`src/rtl/dual_issue_pkg.sv`:
```
// Shared encodings for the dual-issue decode stage: opcodes, functs, ALUOp values,
// control-word bit offsets and the FSM state type.
package dual_issue_pkg;

    localparam int CTRL_W  = 15;
    localparam int ALUOP_W = 4;

    localparam logic [5:0] OP_RTYPE = 6'h00;
    localparam logic [5:0] OP_J     = 6'h02;
    localparam logic [5:0] OP_JAL   = 6'h03;
    localparam logic [5:0] OP_BEQ   = 6'h04;
    localparam logic [5:0] OP_BNE   = 6'h05;
    localparam logic [5:0] OP_ADDI  = 6'h08;
    localparam logic [5:0] OP_SLTI  = 6'h0A;
    localparam logic [5:0] OP_ANDI  = 6'h0C;
    localparam logic [5:0] OP_ORI   = 6'h0D;
    localparam logic [5:0] OP_XORI  = 6'h0E;
    localparam logic [5:0] OP_LW    = 6'h23;
    localparam logic [5:0] OP_SW    = 6'h2B;

    localparam logic [5:0] F_SLL = 6'h00;
    localparam logic [5:0] F_SRL = 6'h02;
    localparam logic [5:0] F_JR  = 6'h08;
    localparam logic [5:0] F_ADD = 6'h20;
    localparam logic [5:0] F_SUB = 6'h22;
    localparam logic [5:0] F_AND = 6'h24;
    localparam logic [5:0] F_OR  = 6'h25;
    localparam logic [5:0] F_XOR = 6'h26;
    localparam logic [5:0] F_NOR = 6'h27;
    localparam logic [5:0] F_SLT = 6'h2A;
    localparam logic [5:0] F_SGT = 6'h2B;

    typedef enum logic [ALUOP_W-1:0] {
        ALU_ADD = 4'd0, ALU_SUB = 4'd1, ALU_AND = 4'd2, ALU_OR  = 4'd3, ALU_XOR = 4'd4,
        ALU_NOR = 4'd5, ALU_SLT = 4'd6, ALU_SLL = 4'd7, ALU_SRL = 4'd8, ALU_SGT = 4'd9
    } alu_op_e;

    typedef enum logic [1:0] {
        MTR_ALU = 2'b00,
        MTR_MEM = 2'b01,
        MTR_PC4 = 2'b10
    } mem_to_reg_e;

    localparam int C_PCSRC    = 0;
    localparam int C_SIGNEXT  = 1;
    localparam int C_JUMP     = 2;
    localparam int C_ALUSRC   = 3;
    localparam int C_REGWRITE = 4;
    localparam int C_MEMWRITE = 5;
    localparam int C_ALUOP    = 6;
    localparam int C_MEMTOREG = 10;
    localparam int C_MEMREAD  = 12;
    localparam int C_BRANCH   = 13;
    localparam int C_REGDST   = 14;

    typedef enum logic {
        ST_NORMAL = 1'b0,
        ST_SPLIT  = 1'b1
    } state_e;

    typedef struct packed {
        logic    ok;
        alu_op_e op;
    } funct_dec_t;

    function automatic funct_dec_t decode_funct(input logic [5:0] funct);
        funct_dec_t res;
        res.ok = 1'b1;
        res.op = ALU_ADD;
        case (funct)
            F_ADD:   res.op = ALU_ADD;
            F_SUB:   res.op = ALU_SUB;
            F_AND:   res.op = ALU_AND;
            F_OR:    res.op = ALU_OR;
            F_XOR:   res.op = ALU_XOR;
            F_NOR:   res.op = ALU_NOR;
            F_SLT:   res.op = ALU_SLT;
            F_SLL:   res.op = ALU_SLL;
            F_SRL:   res.op = ALU_SRL;
            F_SGT:   res.op = ALU_SGT;
            default: res.ok = 1'b0;
        endcase
        return res;
    endfunction

endpackage

```
`src/rtl/dual_issue_decode_slot_decoder.sv`:
```
// Combinational decode of one instruction slot into control word, destination
// register and the classification flags used by the pairing check.
module slot_decoder
    import dual_issue_pkg::*;
(
    input  logic [31:0]       instr,
    input  logic              slot_valid,
    output logic [CTRL_W-1:0] ctrl,
    output logic [4:0]        dest,
    output logic              illegal,
    output logic              is_mem,
    output logic              is_cti
);

    logic [5:0] opcode;
    logic [5:0] funct;
    logic [4:0] rt;
    logic [4:0] rd;
    funct_dec_t fdec;
    logic       unused_fields;

    assign opcode        = instr[31:26];
    assign funct         = instr[5:0];
    assign rt            = instr[20:16];
    assign rd            = instr[15:11];
    assign fdec          = decode_funct(funct);
    assign unused_fields = ^{instr[25:21], instr[10:6]};

    always_comb begin
        // NOTE: every output gets a default first so no path through the case infers a latch.
        ctrl    = '0;
        dest    = '0;
        illegal = 1'b0;
        is_mem  = 1'b0;
        is_cti  = 1'b0;
        case (opcode)
            OP_RTYPE: begin
                if (funct == F_JR) begin
                    ctrl[C_REGDST] = 1'b1;
                    ctrl[C_PCSRC]  = 1'b1;
                    is_cti         = 1'b1;
                end else if (fdec.ok) begin
                    ctrl[C_REGDST]              = 1'b1;
                    ctrl[C_REGWRITE]            = 1'b1;
                    ctrl[C_ALUOP +: ALUOP_W]    = fdec.op;
                end else begin
                    illegal = 1'b1;
                end
            end
            OP_LW: begin
                ctrl[C_MEMREAD]         = 1'b1;
                ctrl[C_MEMTOREG +: 2]   = MTR_MEM;
                ctrl[C_REGWRITE]        = 1'b1;
                ctrl[C_ALUSRC]          = 1'b1;
                is_mem                  = 1'b1;
            end
            OP_SW: begin
                ctrl[C_MEMWRITE] = 1'b1;
                ctrl[C_ALUSRC]   = 1'b1;
                is_mem           = 1'b1;
            end
            OP_ADDI, OP_ORI, OP_XORI, OP_ANDI, OP_SLTI: begin
                ctrl[C_REGWRITE] = 1'b1;
                ctrl[C_ALUSRC]   = 1'b1;
                case (opcode)
                    OP_ADDI: begin
                        ctrl[C_ALUOP +: ALUOP_W] = ALU_ADD;
                        ctrl[C_SIGNEXT]          = 1'b1;
                    end
                    OP_ORI:  ctrl[C_ALUOP +: ALUOP_W] = ALU_OR;
                    OP_XORI: ctrl[C_ALUOP +: ALUOP_W] = ALU_XOR;
                    OP_ANDI: ctrl[C_ALUOP +: ALUOP_W] = ALU_AND;
                    default: begin
                        ctrl[C_ALUOP +: ALUOP_W] = ALU_SLT;
                        ctrl[C_SIGNEXT]          = 1'b1;
                    end
                endcase
            end
            OP_BEQ, OP_BNE: begin
                ctrl[C_BRANCH] = 1'b1;
                is_cti         = 1'b1;
            end
            OP_J: begin
                ctrl[C_JUMP]  = 1'b1;
                ctrl[C_PCSRC] = 1'b1;
                is_cti        = 1'b1;
            end
            OP_JAL: begin
                ctrl[C_JUMP]          = 1'b1;
                ctrl[C_PCSRC]         = 1'b1;
                ctrl[C_REGWRITE]      = 1'b1;
                ctrl[C_REGDST]        = 1'b1;
                ctrl[C_MEMTOREG +: 2] = MTR_PC4;
                is_cti                = 1'b1;
            end
            default: illegal = 1'b1;
        endcase

        if (opcode == OP_JAL)     dest = 5'd31;
        else if (ctrl[C_REGDST])  dest = rd;
        else                      dest = rt;

        if (!slot_valid) begin
            ctrl    = '0;
            dest    = '0;
            illegal = 1'b0;
            is_mem  = 1'b0;
            is_cti  = 1'b0;
        end
    end

endmodule

```
`src/rtl/dual_issue_decode.sv`:
```
// Registered dual-issue decode stage: per-slot decode, pairing check and a
// NORMAL/SPLIT FSM that issues a conflicting bundle over two cycles.
// Optional macro ILLEGAL_TRAP_EN adds out_illegal and splits after an illegal slot0.
module dual_issue_decode
    import dual_issue_pkg::*;
#(
    parameter int NUM_SLOTS = 2,
    parameter int CTRL_W    = dual_issue_pkg::CTRL_W,
    parameter int ALUOP_W   = dual_issue_pkg::ALUOP_W
) (
    input  logic                        clk,
    input  logic                        rst,
    input  logic                        in_valid,
    input  logic [NUM_SLOTS-1:0]        in_slot_valid,
    input  logic [32*NUM_SLOTS-1:0]     in_instr,
    output logic                        in_ready,
    input  logic                        stall,
    input  logic                        flush,
    output logic [NUM_SLOTS-1:0]        out_valid,
    output logic [CTRL_W*NUM_SLOTS-1:0] out_ctrl,
    output logic [5*NUM_SLOTS-1:0]      out_dest,
    output logic [32*NUM_SLOTS-1:0]     out_instr
`ifdef ILLEGAL_TRAP_EN
    ,
    output logic [NUM_SLOTS-1:0]        out_illegal
`endif
);

    localparam int HS = NUM_SLOTS - 1;

    if ((NUM_SLOTS != 1 && NUM_SLOTS != 2) || CTRL_W != dual_issue_pkg::CTRL_W ||
        ALUOP_W != dual_issue_pkg::ALUOP_W) begin : g_bad_cfg
        $error("dual_issue_decode: unsupported parameter combination");
    end

    logic [CTRL_W-1:0] slot_ctrl    [NUM_SLOTS];
    logic [4:0]        slot_dest    [NUM_SLOTS];
    logic              slot_illegal [NUM_SLOTS];
    logic              slot_is_mem  [NUM_SLOTS];
    logic              slot_is_cti  [NUM_SLOTS];
    logic              conflict;
    logic              accept;
    logic              unused_flags;

    for (genvar i = 0; i < NUM_SLOTS; i++) begin : g_slot
        slot_decoder u_dec (
            .instr      (in_instr[32*i +: 32]),
            .slot_valid (in_slot_valid[i]),
            .ctrl       (slot_ctrl[i]),
            .dest       (slot_dest[i]),
            .illegal    (slot_illegal[i]),
            .is_mem     (slot_is_mem[i]),
            .is_cti     (slot_is_cti[i])
        );
    end

    if (NUM_SLOTS == 2) begin : g_pair
        logic [4:0] rs1;
        logic [4:0] rt1;
        logic       wr0;
        logic       wr1;
        logic       raw;
        logic       waw;
        logic       ill0;

        assign rs1 = in_instr[57:53];
        assign rt1 = in_instr[52:48];
        assign wr0 = slot_ctrl[0][C_REGWRITE];
        assign wr1 = slot_ctrl[1][C_REGWRITE];
        assign raw = wr0 && (slot_dest[0] != 5'd0) &&
                     (slot_dest[0] == rs1 || slot_dest[0] == rt1);
        assign waw = wr0 && wr1 && (slot_dest[0] != 5'd0) && (slot_dest[0] == slot_dest[1]);
`ifdef ILLEGAL_TRAP_EN
        assign ill0 = slot_illegal[0];
`else
        assign ill0 = 1'b0;
`endif
        assign conflict = in_slot_valid[0] && in_slot_valid[1] &&
                          ((slot_is_mem[0] && slot_is_mem[1]) || slot_is_cti[0] || raw || waw || ill0);
    end else begin : g_single
        assign conflict = 1'b0;
    end

    assign unused_flags = ^{slot_is_cti[HS], slot_is_mem[0], slot_illegal[0], slot_illegal[HS]};

    state_e                        state_q, state_d;
    logic [NUM_SLOTS-1:0]          out_valid_q, out_valid_d;
    logic [CTRL_W*NUM_SLOTS-1:0]   out_ctrl_q, out_ctrl_d;
    logic [5*NUM_SLOTS-1:0]        out_dest_q, out_dest_d;
    logic [32*NUM_SLOTS-1:0]       out_instr_q, out_instr_d;
    logic [CTRL_W-1:0]             hold_ctrl_q, hold_ctrl_d;
    logic [4:0]                    hold_dest_q, hold_dest_d;
    logic [31:0]                   hold_instr_q, hold_instr_d;
`ifdef ILLEGAL_TRAP_EN
    logic [NUM_SLOTS-1:0]          out_illegal_q, out_illegal_d;
    logic                          hold_illegal_q, hold_illegal_d;
`endif

    assign in_ready = !rst && !stall && !flush && (state_q == ST_NORMAL);
    assign accept   = in_valid && in_ready;

    always_comb begin
        state_d      = state_q;
        out_valid_d  = out_valid_q;
        out_ctrl_d   = out_ctrl_q;
        out_dest_d   = out_dest_q;
        out_instr_d  = out_instr_q;
        hold_ctrl_d  = hold_ctrl_q;
        hold_dest_d  = hold_dest_q;
        hold_instr_d = hold_instr_q;
`ifdef ILLEGAL_TRAP_EN
        out_illegal_d  = out_illegal_q;
        hold_illegal_d = hold_illegal_q;
`endif

        if (flush || (!stall && !accept)) begin
            // Bubble: nothing issues, and a flush also abandons any held slot1.
            out_valid_d = '0;
            out_ctrl_d  = '0;
            out_dest_d  = '0;
`ifdef ILLEGAL_TRAP_EN
            out_illegal_d = '0;
`endif
            if (flush || state_q == ST_SPLIT) begin
                if (state_q == ST_SPLIT && !flush) begin
                    out_valid_d[HS]             = 1'b1;
                    out_ctrl_d[CTRL_W*HS +: CTRL_W] = hold_ctrl_q;
                    out_dest_d[5*HS +: 5]       = hold_dest_q;
                    out_instr_d                 = '0;
                    out_instr_d[32*HS +: 32]    = hold_instr_q;
`ifdef ILLEGAL_TRAP_EN
                    out_illegal_d[HS]           = hold_illegal_q;
`endif
                end
                state_d = ST_NORMAL;
            end
        end else if (accept) begin
            out_valid_d = in_slot_valid;
            out_instr_d = in_instr;
            for (int i = 0; i < NUM_SLOTS; i++) begin
                out_ctrl_d[CTRL_W*i +: CTRL_W] = slot_ctrl[i];
                out_dest_d[5*i +: 5]           = slot_dest[i];
`ifdef ILLEGAL_TRAP_EN
                out_illegal_d[i]               = slot_illegal[i];
`endif
            end
            if (conflict) begin
                hold_ctrl_d  = slot_ctrl[HS];
                hold_dest_d  = slot_dest[HS];
                hold_instr_d = in_instr[32*HS +: 32];
                out_valid_d[HS]                 = 1'b0;
                out_ctrl_d[CTRL_W*HS +: CTRL_W] = '0;
                out_dest_d[5*HS +: 5]           = '0;
                out_instr_d[32*HS +: 32]        = '0;
`ifdef ILLEGAL_TRAP_EN
                hold_illegal_d    = slot_illegal[HS];
                out_illegal_d[HS] = 1'b0;
`endif
                state_d = ST_SPLIT;
            end
        end
    end

    always_ff @(posedge clk or posedge rst) begin
        if (rst) begin
            state_q      <= ST_NORMAL;
            out_valid_q  <= '0;
            out_ctrl_q   <= '0;
            out_dest_q   <= '0;
            out_instr_q  <= '0;
            // NOTE: the hold buffer is reset too, so a slot that was never captured can't leak X.
            hold_ctrl_q  <= '0;
            hold_dest_q  <= '0;
            hold_instr_q <= '0;
`ifdef ILLEGAL_TRAP_EN
            out_illegal_q  <= '0;
            hold_illegal_q <= 1'b0;
`endif
        end else begin
            // NOTE: non-blocking updates so every flop samples the pre-edge values.
            state_q      <= state_d;
            out_valid_q  <= out_valid_d;
            out_ctrl_q   <= out_ctrl_d;
            out_dest_q   <= out_dest_d;
            out_instr_q  <= out_instr_d;
            hold_ctrl_q  <= hold_ctrl_d;
            hold_dest_q  <= hold_dest_d;
            hold_instr_q <= hold_instr_d;
`ifdef ILLEGAL_TRAP_EN
            out_illegal_q  <= out_illegal_d;
            hold_illegal_q <= hold_illegal_d;
`endif
        end
    end

    assign out_valid = out_valid_q;
    assign out_ctrl  = out_ctrl_q;
    assign out_dest  = out_dest_q;
    assign out_instr = out_instr_q;
`ifdef ILLEGAL_TRAP_EN
    assign out_illegal = out_illegal_q;
`endif

endmodule

```
`config.mk`:
```
export PLATFORM = sky130hd
export DESIGN_NAME = dual_issue_decode
export DESIGN_NICKNAME = d
export VERILOG_FILES = /design/src/rtl/dual_issue_pkg.sv /design/src/rtl/dual_issue_decode_slot_decoder.sv /design/src/rtl/dual_issue_decode.sv
export SDC_FILE = /design/constraint.sdc
export NUM_CORES = 1
export LEC_CHECK = 0
export CAP_MARGIN = 20
export CORE_MARGIN = 8
export CORE_UTILIZATION = 46
export DETAILED_ROUTE_END_ITERATION = 10
export PLACE_DENSITY = 0.86
export SYNTH_ARGS = -nofsm -noshare
export SYNTH_HDL_FRONTEND = slang
export SYNTH_SLANG_ARGS = --single-unit
```
`constraint.sdc`:
```
create_clock -name clk -period 5.57 [get_ports clk]
set_input_delay 1.114 -clock clk [delete_from_list [all_inputs] [get_ports clk]]
set_output_delay 1.114 -clock clk [all_outputs]
set_load 0.1 [all_outputs]
```
Figure 1. Clock wiring as the flow saved it (run 1).
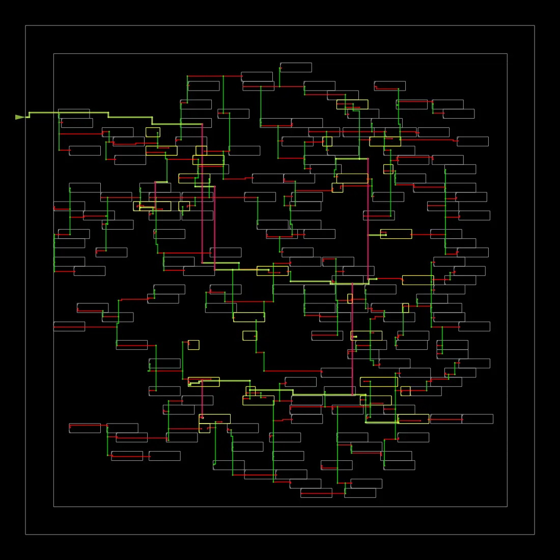
clock buffers: 18
clock skew: 0.00840 ns
P_clk: 1.13 mW

Figure 2. The metal 1 layer (run 1).
Supply wires on this layer in gray.
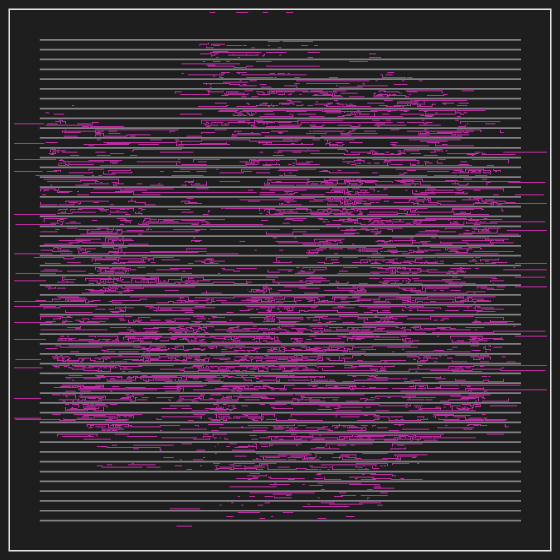
- wire length on this layer: 10600 um
- main direction: horizontal
- share of all routed wire: 41%
- longest straight run: 40.5 um

==> flow_summary.toml, run 1 <==
# generated from flow reports
[flow_run]
warnings = 28
cap_violations = 0

[grt]
antenna_found_initial = 1
use_met3 = 0.0862
grt.total_usage = 0.233
grt_use_met1 = 0.297
grt-busiest-layer = "met2"
grt_pass1_vias = 7390
grt_pass1_wl_um = 41100
grt_max_degree = 110
met2_usage = 0.362

[timing]
max_slew.worst_pin.slew_ns = 1.07
slew_viol_final = 0
hold_slack_ns = 0.467
setup_tns_ns = 0
setup_viol = 0
finalCritPeriodShare = 0.843

[worst_hold_path]
hold_class = "reg -> reg"
holdPathEnd = "out_instr[22]"
hp-start = "out_instr[22]"

[route]
drc_errors = 0
via_count = 7326
top_layer = "met5"
drt-met1-wl_um = 10600
routed_wl_um = 25900
postRouteAntennaNets = 0
first_pass_iters = 5
wl_met3_um = 2760
drt_iter0_drc = 713

[logic_synthesis]
ys_cells = 847
flop_cell = "dfrtp_1"
ys_warn_count = 0
synth_seq_share = 0.481
async_reset_ff_frac = 1.00
fp_nets = 918
synth_cell_types = 72
ys_seq_elements = 158
synth.area.top_cells = "dfrtp_1 (48%), mux2_4 (6.9%), nand2_1 (4.8%)"
top_cell = "dfrtp_1"
yosysTopAreaCell = "dfrtp_1"

[cts]
numCtsBuffers = 17
htreeDepth = 4
clock_sink_count = 158
insertion_delay_ns = 0.43
post_cts_buffers = 0

[worst_setup_path]
path_depth = 11
crit_path_cell_trace = "clkdlybuf4s50_1, nor4_4, nand2_1, nor2_1, o311ai_1, xnor2_1, a31oi_1, a32oi_1, o211a_4, buf_12, mux2_2"
critPathLaunchType = "input pin"
critPathBufInv = 2
cp.arrival_ns = 5.01
critPathRequiredTime_ns = 5.89
criticalPathCategory = "in -> reg"
crit_path_top_delay_cell = "clkdlybuf4s50_1"
crit_start = "in_instr[29]"
crit_end = "hold_ctrl_q[10]"
reg2reg_from = "state_q"
r2r_cells = 7
path_max_fanout = 22
reg2reg_slack_ns = 2.93

[floorplan]
die_w_um = 150
die_y_um = 150
row_count = 49
fp_util = 0.463

[power]
internal_power_mw = 2.17
maxPowerGroup = "sequential cells"
clockPowerShare = 0.310
powerSeq_mw = 1.30
p_comb_mw = 1.22
switching_share = 0.405
seq_power_share = 0.355

[cells_and_area]
largest_reg_flops = 64
flop_area_mm2 = 0.00395
lay_top_count = "clkdlybuf4s50_1"
syn_to_final_growth_pct = 30.4
num_antenna_cells = 0
drive_above_1_share = 0.123
nets = 1067
final_cell_mix = "clkdlybuf4s50_1 (176), dfrtp_1 (158), nand2_1 (104), nor2_1 (61), nand3_1 (54)"
combGateArea_mm2 = 0.00386

[placement]
gp_congestion = 0.900
preCtsSetupSlack_ns = 0.516
placed_area_mm2 = 0.0101

[status]
outcome = "completed"
Figure 3. Floorplan with the power grid (run 1).
Pins as bars on the die edge.
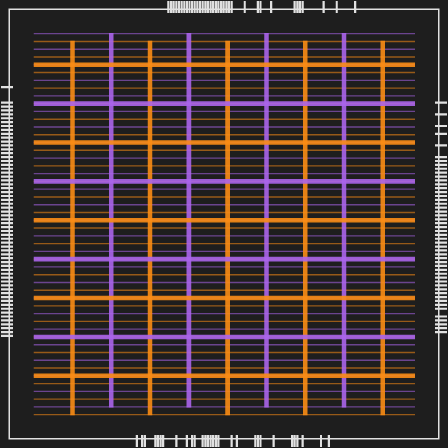
- orange: VSS
- purple: VDD
- met4 straps: 9
- met5 straps: 9

Figure 4. Gate-type map (run 1).
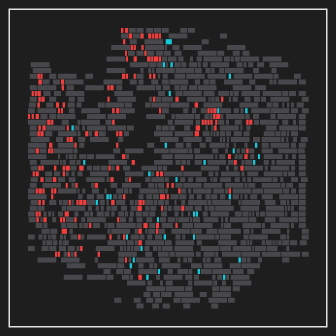
- red: NAND gates (cells 169; most used nand2_1)
- cyan: inverters (cells 35; most used inv_1)

-- run 1: worst register-to-register path, delay by kind of cell, from the launching register on --
family                 cells  cell delay, ns
AND/OR/NAND/NOR            4            1.50
buffers and inverters      2            0.53
flip-flops                 1            0.39
AND-OR/OR-AND              1            0.15
-- run 1: final cells by class --
| cell class | count | area share |
|---|---|---|
| clock buffer | 18 | 0.0400 |
| clock inverter | 14 | 0.0127 |
| inverter | 35 | 0.0127 |
| multi-input combinational | 591 | 0.360 |
| sequential | 158 | 0.369 |
| tap | 229 | 0.0267 |
| timing repair buffer | 193 | 0.180 |
-- run 1: cell families after synthesis --
kind of cell,share of synthesized area
simple gates,0.177
compound gates,0.195
flops,0.481
buf+inv,0.0543
mux,0.0875
xor+xnor,0.00639
Figure 5. Where the registers sit (run 1).
Other sequential cells in the stronger gray, the rest of the logic in the fainter gray.
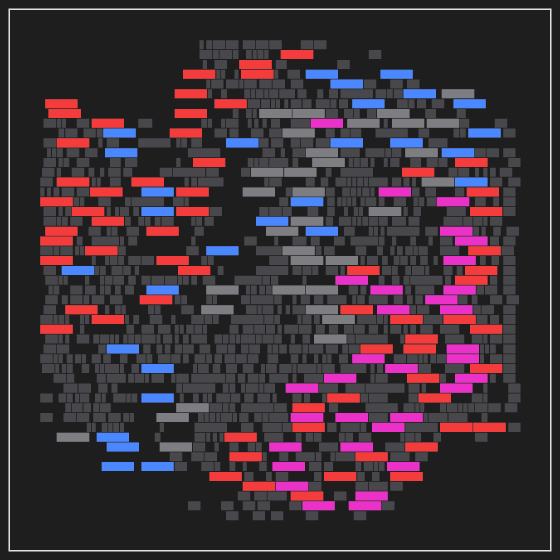

## Run 2: what changed since run 1
==> constraint.sdc (replaced) <==
create_clock -name clk -period 3.9 [get_ports clk]
set_input_delay 0.78 -clock clk [delete_from_list [all_inputs] [get_ports clk]]
set_output_delay 0.78 -clock clk [all_outputs]
set_load 0.1 [all_outputs]
Figure 6. Where the registers sit (run 2).
Other sequential cells in the stronger gray, the rest of the logic in the fainter gray.
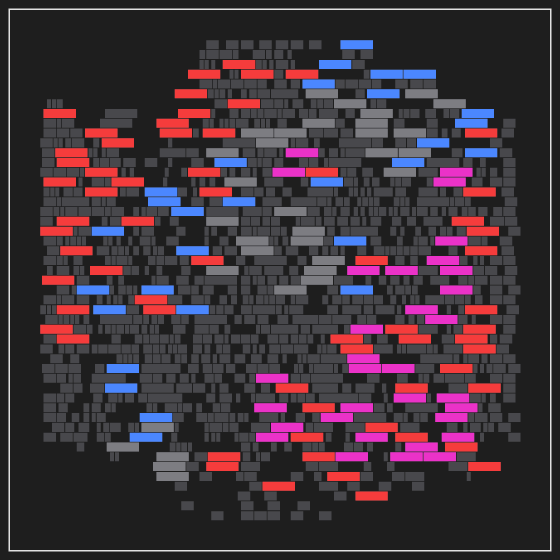
- magenta: hold_instr_q (flops 32)
- blue: out_ctrl (flops 29)
- red: out_instr (flops 64; where spread over the die)
- not colored: 33

Figure 7. Gate-type map (run 2).
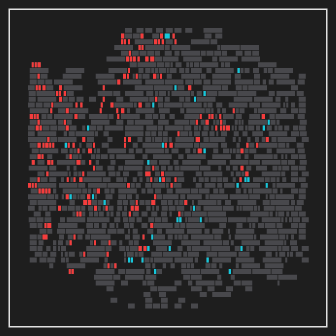
dominant logic cell type in the layout: clkdlybuf4s50_1
Comb/total area: 0.342
fin cells: 1312

Figure 8. Floorplan with the power grid (run 2).
Pins as bars on the die edge.
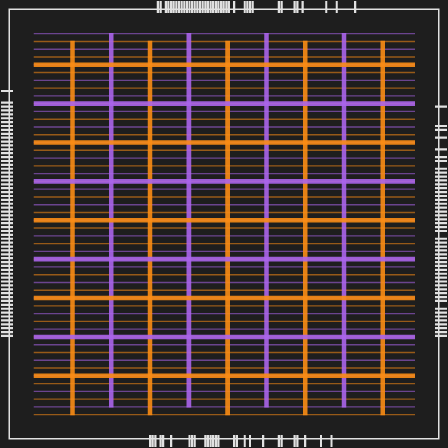
die x size: 150 um
Core ar.: 0.0178 mm2

==> flow_summary.toml, run 2 <==
# generated from flow reports
[power]
maxPowerGroup = "sequential cells"
powerSeq_mw = 1.85
internal_power_mw = 3.18
p_clk_mw = 1.59
clockPowerShare = 0.304
switching_share = 0.395
seq_power_share = 0.353

[worst_setup_path]
critPathBufInv = 2
critPathLaunchType = "input pin"
path_max_fanout = 15
cp.arrival_ns = 4.09
crit_path_top_delay_cell = "nor4_4"
reg2reg_from = "state_q"
critPathRequiredTime_ns = 4.22
criticalPathCategory = "in -> reg"
crit_path_cell_trace = "clkdlybuf4s50_1, nor4_4, and2_1, a21oi_1, a211oi_2, a2111o_1, nand3_1, a32oi_1, o211a_4, buf_12, mux2_2"

[cts]
htreeDepth = 4
numCtsBuffers = 17
clock_sink_count = 158

[route]
drc_errors = 0
first_pass_iters = 6
drt_iter0_drc = 610
via_count = 7604
postRouteAntennaNets = 0

[floorplan]
tap_cells = 229
row_count = 49

[grt]
grt_pass1_vias = 7864
antenna_found_initial = 0
grt_pass1_wl_um = 42600
grt_max_degree = 68

[logic_synthesis]
simple_gate_share = 0.177
synth.area.top_cells = "dfrtp_1 (48%), mux2_4 (6.9%), nand2_1 (4.8%)"
synth-xor-area-share = 0.00639
synthAoiAreaFrac = 0.195
synth_cell_types = 72
fp_nets = 918
async_reset_ff_frac = 1.00
ys_seq_elements = 158
ys_sh_adder = 0
top_cell = "dfrtp_1"
synth_seq_share = 0.481
ys_warn_count = 0
ys_cells = 847
synthMuxAreaShare = 0.0875
yosysTopAreaCell = "dfrtp_1"

[placement]
placed_area_mm2 = 0.0108
gp_congestion = 0.948
preCtsSetupSlack_ns = -0.306

[cells_and_area]
largest_reg_flops = 64
num_antenna_cells = 0
nClkBuffers = 18
final_cell_mix = "clkdlybuf4s50_1 (176), dfrtp_1 (158), nand2_1 (103), buf_4 (88), nor2_1 (61)"
seq_share = 0.348
n_all_buffers = 271
logic_gates = 591
non_clock_inverter_count = 35
final-nonclk-buf-share = 0.225
nets = 1145
flops = 158
syn_to_final_growth_pct = 38.2
flop_area_mm2 = 0.00395

[timing]
finalCritPeriodShare = 0.967
slew_viol_final = 0
skew_ns = 0.0120
setup_viol = 0
setup_tns_ns = 0
max_slew.worst_pin.slew_ns = 1.08

[flow_run]
cap_violations = 0

[worst_hold_path]
hold_class = "reg -> reg"
hp-start = "out_instr[20]"

[status]
outcome = "completed"
run 2: cell counts after synthesis:
Identical to the previous run, type by type.
run 2: final timing paths:
kind,end,slack [ns],cells after the start
min in group asynchronous,out_instr[6],0.89,2
worst max-delay path,hold_ctrl_q[12],0.13,11
worst min register to register,out_instr[20],0.47,2
worst min-delay path,out_instr[20],0.47,2
max in group asynchronous,hold_instr_q[4],2.16,3
worst max register to register,hold_instr_q[9],1.62,7
run 2: metal layers:
layer / vias to the layer above / GRT usage / part of all wire
met2: 338 / 0.398 / 0.48
met4: 0 / 0.0875 / 0.028
met1: 3704 / 0.292 / 0.40
met5: - / 0 / 0
met3: 50 / 0.0792 / 0.097
li1: 3512 / - / -
Figure 9. The metal 1 layer (run 2).
Supply wires on this layer in gray.
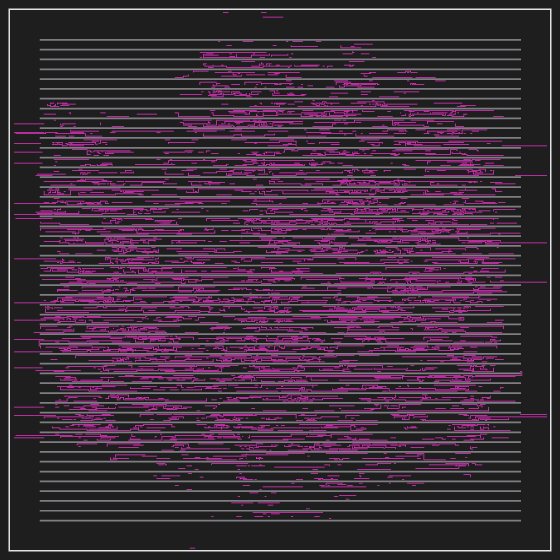

## Run 3: what changed since run 2
--- a/config.mk
+++ b/config.mk
@@ -9,7 +9,8 @@
 export CORE_MARGIN = 8
 export CORE_UTILIZATION = 46
 export DETAILED_ROUTE_END_ITERATION = 10
-export PLACE_DENSITY = 0.86
+export PLACE_DENSITY = 0.87
 export SYNTH_ARGS = -nofsm -noshare
 export SYNTH_HDL_FRONTEND = slang
+export SYNTH_HIERARCHICAL = 1
 export SYNTH_SLANG_ARGS = --single-unit
Figure 10. The metal 1 layer (run 3).
Supply wires on this layer in gray.
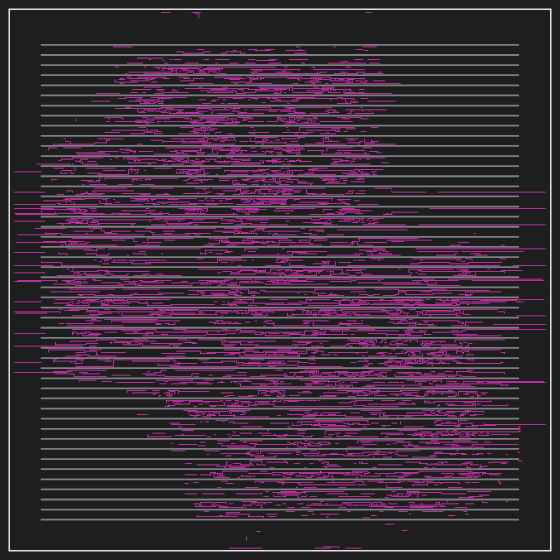
- nets with wire on the layer: 969
- wire length on this layer: 9790 um
- longest straight run: 35.0 um
- main direction: horizontal
- share of all routed wire: 41%

Figure 11. Floorplan with the power grid (run 3).
Pins as bars on the die edge.
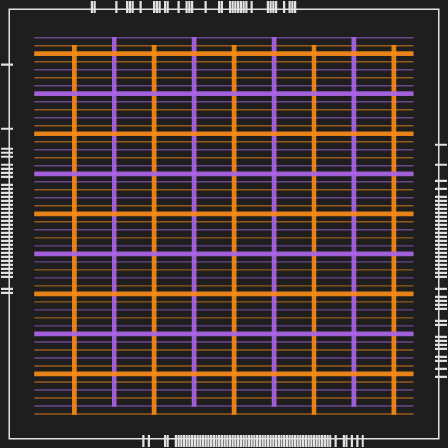
- purple: VDD
- orange: VSS
- rows: 47
- signal pins: 178

Figure 12. Gate-type map (run 3).
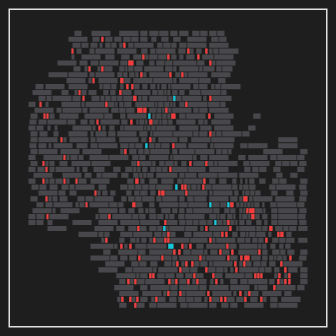
- red: NAND gates (cells 151; most used nand2_1)
- cyan: inverters (cells 9; most used inv_1)

==> flow_summary.toml, run 3 <==
# generated from flow reports
[status]
outcome = "complete, but fails checks"
violations = "setup timing"

[floorplan]
die_w_um = 145
die_y_um = 145
core-area_mm2 = 0.0165
die_area_mm2 = 0.0211
row_count = 47
fp_util = 0.468
ios = 178
tap_cells = 220

[cells_and_area]
final_util = 0.671
final-nonclk-buf-share = 0.234
combGateArea_mm2 = 0.00355
fill_cells = 1178
drive_above_1_share = 0.213
n_all_buffers = 265
final_cell_mix = "clkdlybuf4s50_1 (168), dfrtp_1 (159), nand2_1 (134), o21ai_0 (83), buf_4 (79)"
num_antenna_cells = 0
lay_top_count = "clkdlybuf4s50_1"
nClkBuffers = 19
stdcell_count = 1209
flops = 159
clk_share = 0.0551
non_clock_inverter_count = 9
syn_to_final_growth_pct = 43.4
logic_gates = 526
flop_area_mm2 = 0.00398
seq_share = 0.360
layout.area.top_class = "registers"
nets = 1049
stdcell_area_mm2 = 0.0110
largest_reg_flops = 64
sh_comb_area = 0.322

[power]
clockPowerShare = 0.329
power_frac_comb = 0.320
powerDensity_mw_per_mm2 = 480
seq_power_share = 0.351
p_comb_mw = 1.70
vdd_ir_drop_max_v = 0.000341
finalPower_mw = 5.30
total_leakage_power_nw = 4.81
powerSeq_mw = 1.86
p_clk_mw = 1.74
internal_power_mw = 3.28
switching_power_mw = 2.02
switching_share = 0.380
maxPowerGroup = "sequential cells"

[worst_hold_path]
hold_class = "reg -> reg"
holdPathStages = 1
hp-start = "out_ctrl[8]"
holdPathEnd = "out_ctrl[8]"

[timing]
hold_violations = 0
max_slew.worst_pin.slew_ns = 1.08
slew_headroom = 0.275
finalCritPeriodShare = 1.00
setup_viol = 27
slew_viol_final = 0
worst_slack_ns = -0.0176
period_minus_slack_ns = 3.92
fmax_mhz = 255
hold_slack_ns = 0.495
skew_ns = 0.00672
setup_tns_ns = -0.197

[cts]
post_cts_buffers = 0
htreeDepth = 4
hold_buffers = 0
insertion_delay_ns = 0.43
clock_sink_count = 159
cts_resized = 6
path_clk_slew_ns = 0.06
cts_tree = "built"
cts_root_buf = "clkbuf_16"
numCtsBuffers = 17
clockBufferDepth = 2

[flow_run]
warnings = 31
cap_violations = 0

[grt]
grt.total_usage = 0.214
antenna_found_initial = 0
grt_max_degree = 160
grt_pass1_vias = 6709
grt_overflow = 0
grt_pass1_wl_um = 36400

[route]
drt_iter0_drc = 600
via_count = 6949
first_pass_iters = 5
via_per_inst = 5.75
routed_wl_um = 24100
postRouteAntennaNets = 0
drc_errors = 0
wire_per_inst_um = 20.0

[logic_synthesis]
ys_warn_count = 6
syn_area_mm2 = 0.00770
syn_area_per_cell_um2 = 10.2
netlist_instances = 752
fp_nets = 823

[worst_setup_path]
r2r-end = "hold_instr_q[26]"
reg2reg_slack_ns = 1.85
critPathRequiredTime_ns = 4.21
crit_start = "in_instr[5]"
path_max_fanout = 8
criticalPathCategory = "in -> reg"
cp.arrival_ns = 4.23
crit_end = "hold_instr_q[26]"
endpoint_kind = "flop"
critPathLaunchType = "input pin"
reg2reg_from = "state_q"
r2r_cells = 6

[placement]
placed_area_mm2 = 0.0101
portBuffers = 177
gp_congestion = 0.865
preCtsSetupSlack_ns = -0.508
placedCellCount = 1168
dp_hpwl_um = 15600
==> run 3: per-layer routing <==
layer | track usage | up-vias | routed length, um
li1 | - | 3128 | -
met1 | 0.270 | 3444 | 9790
met2 | 0.348 | 320 | 11900
met3 | 0.0519 | 57 | 1740
met4 | 0.0849 | 0 | 681
met5 | 0 | - | 0
==> run 3: critical path, stage by stage <==
cell and delay [ns]:
clkdlybuf4s50_1 0.52, nand2_1 0.16, nor3b_2 0.07, o41a_4 0.56, mux2i_1 0.16, a21oi_2 0.25
buf_4 0.20, xnor2_1 0.13, nand3_1 0.11, nor3_1 0.21, buf_4 0.16, o31ai_4 0.08
a21oi_4 0.15, buf_12 0.17, clkbuf_16 0.17, mux2_2 0.33
Power figures rest on the tool's default switching activity, not on a simulated workload.
